### src/rtl/imem_boot_sequencer.sv
// Purpose: boot loader that holds the MIPS core in reset, streams a length-prefixed
//          big-endian byte program into instruction memory, then releases the core.
// Latency: one write strobe in the cycle after each word's 4th byte; the core is released
//          after RST_HOLD cycles counted from the cycle following the final write.
// Backpressure: byte_ready is registered and high only while a length or payload byte
//          is wanted; bytes are taken back-to-back, including during a write cycle.
// Ports:
//   CLK, RST             clock, async active-high reset
//   start                pulse; starts a load session from IDLE or RUN
//   byte_valid/_data     incoming byte stream, byte_ready is the accept handshake
//   imem_we/addr/wdata   instruction-memory write port
//   core_rst             core reset (high until the program is loaded and the hold expires)
//   busy, done, err      session status; err is sticky until the next accepted start
module imem_boot_sequencer #(
  parameter int ADDR_W   = 8,
  parameter int RST_HOLD = 4
) (
  input  logic              CLK,
  input  logic              RST,
  input  logic              start,
  input  logic              byte_valid,
  input  logic [7:0]        byte_data,
  output logic              byte_ready,
  output logic              imem_we,
  output logic [ADDR_W-1:0] imem_addr,
  output logic [31:0]       imem_wdata,
  output logic              core_rst,
  output logic              busy,
  output logic              done,
  output logic              err
);

  typedef enum logic [2:0] {IDLE, LEN_HI, LEN_LO, LOAD, HOLD, RUN} seqState;

  // 17-bit arithmetic so a length of exactly 2^ADDR_W never wraps the word counter.
  localparam logic [16:0] CAPACITY  = 17'd1 << ADDR_W;
  localparam logic [3:0]  HOLD_LAST = 4'(RST_HOLD - 1);

  seqState     state, stateNext;
  logic [15:0] lenReg, lenNext;
  logic [1:0]  byteCnt, byteCntNext;
  logic [23:0] asmReg, asmNext;         // first three bytes of the word being assembled
  logic [16:0] wordCnt, wordCntNext;
  logic [3:0]  holdCnt, holdCntNext;
  logic        weNext, errNext;
  logic [ADDR_W-1:0] addrNext;
  logic [31:0] wdataNext;
  logic        xfer;

  assign xfer = byte_valid && byte_ready;

  always_ff @(posedge CLK or posedge RST) begin
    if (RST) state <= IDLE;
    else     state <= stateNext;
  end

  always_comb begin
    stateNext   = state;
    lenNext     = lenReg;
    byteCntNext = byteCnt;
    asmNext     = asmReg;
    wordCntNext = wordCnt;
    holdCntNext = holdCnt;
    weNext      = 1'b0;
    addrNext    = imem_addr;
    wdataNext   = imem_wdata;
    errNext     = err;
    case (state)
      IDLE, RUN: begin
        if (start) begin
          stateNext   = LEN_HI;
          lenNext     = '0;
          byteCntNext = '0;
          wordCntNext = '0;
          holdCntNext = '0;
          errNext     = 1'b0;
        end
      end
      LEN_HI: begin
        if (xfer) begin
          lenNext[15:8] = byte_data;
          stateNext     = LEN_LO;
        end
      end
      LEN_LO: begin
        if (xfer) begin
          lenNext[7:0] = byte_data;
          if (lenNext == 16'd0) begin
            stateNext = HOLD;
          end else if ({1'b0, lenNext} > CAPACITY) begin
            stateNext = IDLE;
            errNext   = 1'b1;
          end else begin
            stateNext = LOAD;
          end
        end
      end
      LOAD: begin
        if (xfer) begin
          byteCntNext = byteCnt + 2'd1;
          if (byteCnt == 2'd3) begin
            weNext      = 1'b1;
            addrNext    = wordCnt[ADDR_W-1:0];
            wdataNext   = {asmReg, byte_data};
            wordCntNext = wordCnt + 17'd1;
            // Leave on the last byte so byte_ready is already low during the final write.
            if (wordCntNext == {1'b0, lenReg}) stateNext = HOLD;
          end else begin
            asmNext = {asmReg[15:0], byte_data};
          end
        end
      end
      HOLD: begin
        // The final write cycle itself is not part of the hold interval.
        if (!imem_we) begin
          if (holdCnt == HOLD_LAST) stateNext = RUN;
          else                      holdCntNext = holdCnt + 4'd1;
        end
      end
      default: stateNext = IDLE;
    endcase
  end

  always_ff @(posedge CLK or posedge RST) begin
    if (RST) begin
      lenReg     <= '0;
      byteCnt    <= '0;
      asmReg     <= '0;
      wordCnt    <= '0;
      holdCnt    <= '0;
      byte_ready <= 1'b0;
      imem_we    <= 1'b0;
      imem_addr  <= '0;
      imem_wdata <= '0;
      core_rst   <= 1'b1;
      busy       <= 1'b0;
      done       <= 1'b0;
      err        <= 1'b0;
    end else begin
      lenReg     <= lenNext;
      byteCnt    <= byteCntNext;
      asmReg     <= asmNext;
      wordCnt    <= wordCntNext;
      holdCnt    <= holdCntNext;
      imem_we    <= weNext;
      imem_addr  <= addrNext;
      imem_wdata <= wdataNext;
      err        <= errNext;
      // Status outputs are registered copies of the state being entered.
      byte_ready <= stateNext inside {LEN_HI, LEN_LO, LOAD};
      busy       <= stateNext inside {LEN_HI, LEN_LO, LOAD, HOLD};
      core_rst   <= (stateNext != RUN);
      done       <= (stateNext == RUN);
    end
  end

endmodule

### config.mk
export PLATFORM = sky130hd
export DESIGN_NAME = imem_boot_sequencer
export DESIGN_NICKNAME = d
export VERILOG_FILES = /design/src/rtl/imem_boot_sequencer.sv
export SDC_FILE = /design/constraint.sdc
export NUM_CORES = 1
export LEC_CHECK = 0
export CORE_MARGIN = 2
export CORE_UTILIZATION = 50
export CTS_BUF_LIST = sky130_fd_sc_hd__clkbuf_8
export DETAILED_ROUTE_END_ITERATION = 16
export PLACE_DENSITY = 0.7
export SYNTH_ARGS = -nofsm -noshare
export SYNTH_HDL_FRONTEND = slang
export SYNTH_SLANG_ARGS = --single-unit
### constraint.sdc
create_clock -name CLK -period 4.26 [get_ports CLK]
set_clock_uncertainty 0.15 [all_clocks]
set_input_delay 0.852 -clock CLK [delete_from_list [all_inputs] [get_ports CLK]]
set_output_delay 0.852 -clock CLK [all_outputs]
set_load 0.01 [all_outputs]
**Run 1: metal 2**

The bar under the picture is 20 um long.
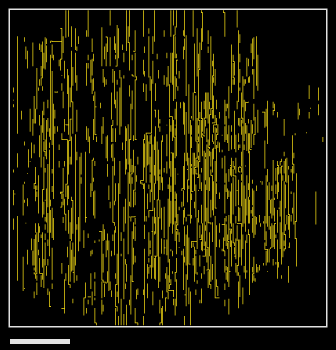
share of all routed wire: 49%
main direction: vertical
longest straight run: 43.5 um
wire length on this layer: 5620 um
nets with wire on the layer: 505

**Run 1: where the registers sit**

The bar under the picture is 20 um long. Other sequential cells in the stronger grey, the rest of the logic in the fainter grey.
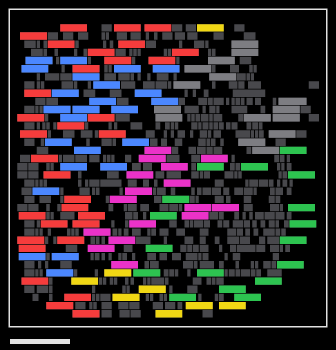
legend:
  green:
    signal: `wordCnt`
    sequential_cells: 17
  magenta:
    signal: `lenReg`
    sequential_cells: 16
  red:
    signal: `imem_wdata`
    sequential_cells: 32
  yellow:
    signal: `imem_addr`
    sequential_cells: 8
    where: bottom middle
  blue:
    signal: `asmReg`
    sequential_cells: 24
not coloured: 15
Seq. pwr: 1490 uW
fraction of area in registers: 0.468
fin util: 0.608
Reg area: 2800 sq um

**Run 1: routing congestion map**

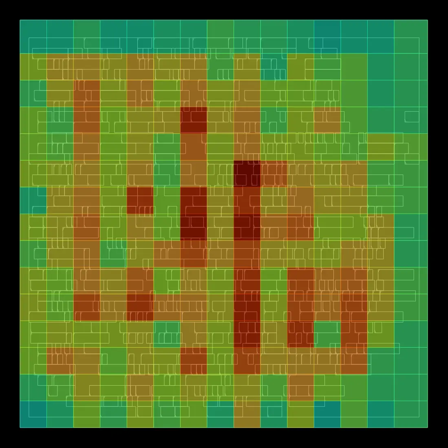
busiest layer in global routing: met2
Total GRT Usage: 0.226
M2 GR Usage: 0.361

**Run 1: met3 routing**

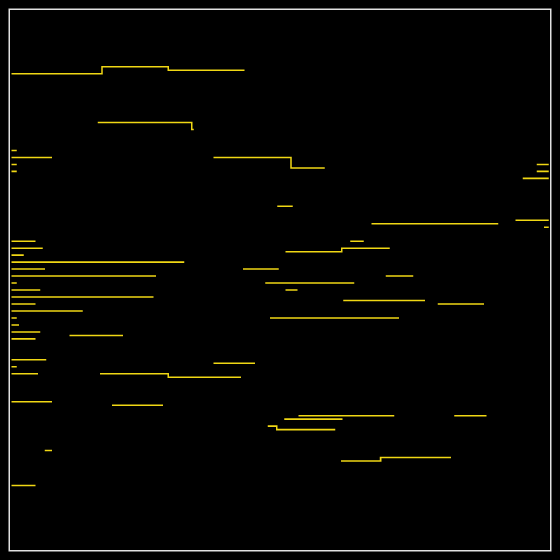
nets with wire on the layer: 45
main direction: horizontal
share of all routed wire: 4.7%

==> impl_metrics.py, run 1 <==
# Generated from Yosys and OpenROAD reports
metrics = {
    "global_route": {
        "antenna_found_initial": 0,
        "grtUsageMet3": 0.0618,
        "grt_pass1_wl_um": 19900,
        "grt_pass1_vias": 3948,
        "grt_max_degree": 60,
    },
    "final_layout": {
        "dominant-cell-class": "sequential cells",
        "largest_reg_flops": 32,
        "reg_top3": "imem_wdata (32), asmReg (24), wordCnt (17)",
        "clk_share": 0.0334,
        "layout.cells.most_common_list": "158 x nand2_1, 111 x dfrtp_1, 57 x clkdlybuf4s50_1",
        "nNonClkBuffers": 62,
        "flops": 112,
        "num-multi-input-gates": 380,
        "comb_area_frac": 0.361,
    },
    "synthesis": {
        "ys_warn_count": 0,
        "ys_sh_mux": 0.0635,
        "edf_count": 0,
        "synthTopCellsByCount": "159 x nand2_1, 111 x dfrtp_1, 38 x o21ai_0",
        "synth_top_cell_by_area": "dfrtp_1",
        "netlist_area_sq_um": 5120,
    },
    "pwr": {
        "p_leak_uw": 0.00278,
        "powerClk_uw": 660,
        "comb-power_uw": 743,
        "vdd.ir_drop.worst_uv": 315,
        "power.density_nw_per_um2": 482,
    },
    "cts": {
        "clk_pin_slew_worst_paths_ps": 110,
        "clockRootBuffer": "clkbuf_8",
    },
    "setup_path": {
        "critPathLaunch": "byte_valid",
        "r2r_cells": 8,
        "worst-r2r-setup-slack_ps": 1300,
        "max_stage_delay_ps": 820,
        "crit_buf_inv": 2,
        "crit_family": "simple AND/OR/NAND/NOR gates",
    },
    "floorplan": {
        "boundaryPins": 58,
        "die_w_um": 105,
        "core_sq_um": 9860,
        "num_tap_cells": 133,
    },
    "detailed_routing": {
        "firstDrtPassIters": 4,
        "top_layer": "met4",
    },
    "timing": {
        "period_minus_slack_ps": 3160,
        "hold_slack_ps": 331,
        "rsz0062_at_grt": "false",
        "finalSetupViolations": 0,
    },
    "hold_path": {
        "hold_end": "imem_wdata[30]",
        "whs_path_depth": 2,
    },
    "status": {
        "status": "complete, no violations",
    },
    "place": {
        "io_buffers": 57,
    },
}
**Run 1: logic cells by family**

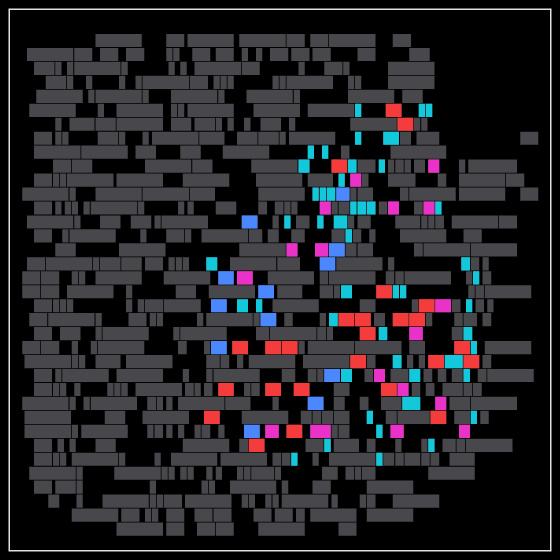

==> run 2, diff against run 1 <==
==> constraint.sdc (replaced) <==
create_clock -name CLK -period 3.1 [get_ports CLK]
set_clock_uncertainty 0.15 [all_clocks]
set_input_delay 0.62 -clock CLK [delete_from_list [all_inputs] [get_ports CLK]]
set_output_delay 0.62 -clock CLK [all_outputs]
set_load 0.01 [all_outputs]
**Run 2: logic cells by family**

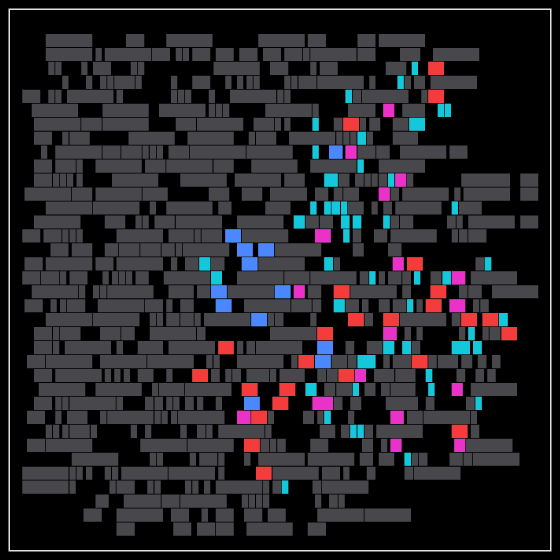
legend:
  red:
    family: xor and xnor cells
    cells: 25
    most_used: xnor2_1
  magenta:
    family: and/or cells
    cells: 17
  cyan:
    family: nor cells
    cells: 48
    most_used: nor2_1
  blue:
    family: non-inverting ao/oa cells
    cells: 12
    most_used: a22o_1
    where: middle
Layout Cells excl Fill: 728
most frequent logic cell in the layout: nand2_1
logic share of the area: 0.353

==> impl_metrics.py, run 2 <==
# Generated from Yosys and OpenROAD reports
metrics = {
    "place": {
        "io_buffers": 57,
    },
    "floorplan": {
        "die_w_um": 105,
        "rows": 36,
        "core_sq_um": 9860,
        "boundaryPins": 58,
    },
    "setup_path": {
        "crit_buf_inv": 0,
        "max_stage_delay_ps": 580,
        "worst-r2r-setup-slack_ps": 270,
        "r2r_cells": 8,
        "crit_family": "simple AND/OR/NAND/NOR gates",
        "worstSetupPathDepth": 8,
        "critPathLaunch": "wordCnt[0]",
    },
    "synthesis": {
        "synth_top_cell_by_area": "dfrtp_1",
        "synth_area_per_cell_sq_um": 9.74,
        "ys_warn_count": 0,
        "synthTopCellsByCount": "159 x nand2_1, 111 x dfrtp_1, 38 x o21ai_0",
        "netlist_area_sq_um": 5120,
        "ys_sh_mux": 0.0635,
    },
    "pwr": {
        "powerClk_uw": 957,
        "p_leak_uw": 0.00286,
        "power.density_nw_per_um2": 663,
        "comb-power_uw": 1070,
        "vdd.ir_drop.worst_uv": 362,
        "powerSeq_uw": 2040,
    },
    "global_route": {
        "antenna_found_initial": 0,
        "globalRoute.busiestLayer": "met2",
        "grtUsageTotal": 0.227,
        "grt_pass1_wl_um": 20100,
        "grt_pass1_vias": 4019,
        "grtUsageMet3": 0.0427,
        "grt_max_degree": 50,
    },
    "final_layout": {
        "clk_share": 0.0356,
        "layout.cells.most_common_list": "158 x nand2_1, 111 x dfrtp_1, 57 x clkdlybuf4s50_1",
        "seq_share": 0.457,
        "nNonClkBuffers": 77,
        "dominant-cell-class": "sequential cells",
        "flop_area_sq_um": 2800,
        "largest_reg_flops": 32,
        "post-route-util": 0.623,
        "num-multi-input-gates": 380,
    },
    "hold_path": {
        "whs_path_depth": 2,
        "hold_end": "imem_wdata[26]",
    },
    "cts": {
        "clk_pin_slew_worst_paths_ps": 120,
    },
    "detailed_routing": {
        "top_layer": "met4",
        "firstDrtPassIters": 4,
    },
    "timing": {
        "finalSetupViolations": 0,
        "period_minus_slack_ps": 2830,
        "hold_slack_ps": 335,
        "rsz0062_at_grt": "false",
    },
    "status": {
        "status": "complete, no violations",
    },
}
**Run 2: metal 2**

The bar under the picture is 20 um long.
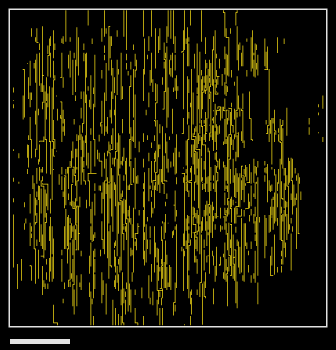
longest straight run: 32.6 um
main direction: vertical
M2 GR Usage: 0.367
routed vias: 4027
total routed wirelength: 11800 um

No activity file was given, so power comes from the tool's default toggle rates.
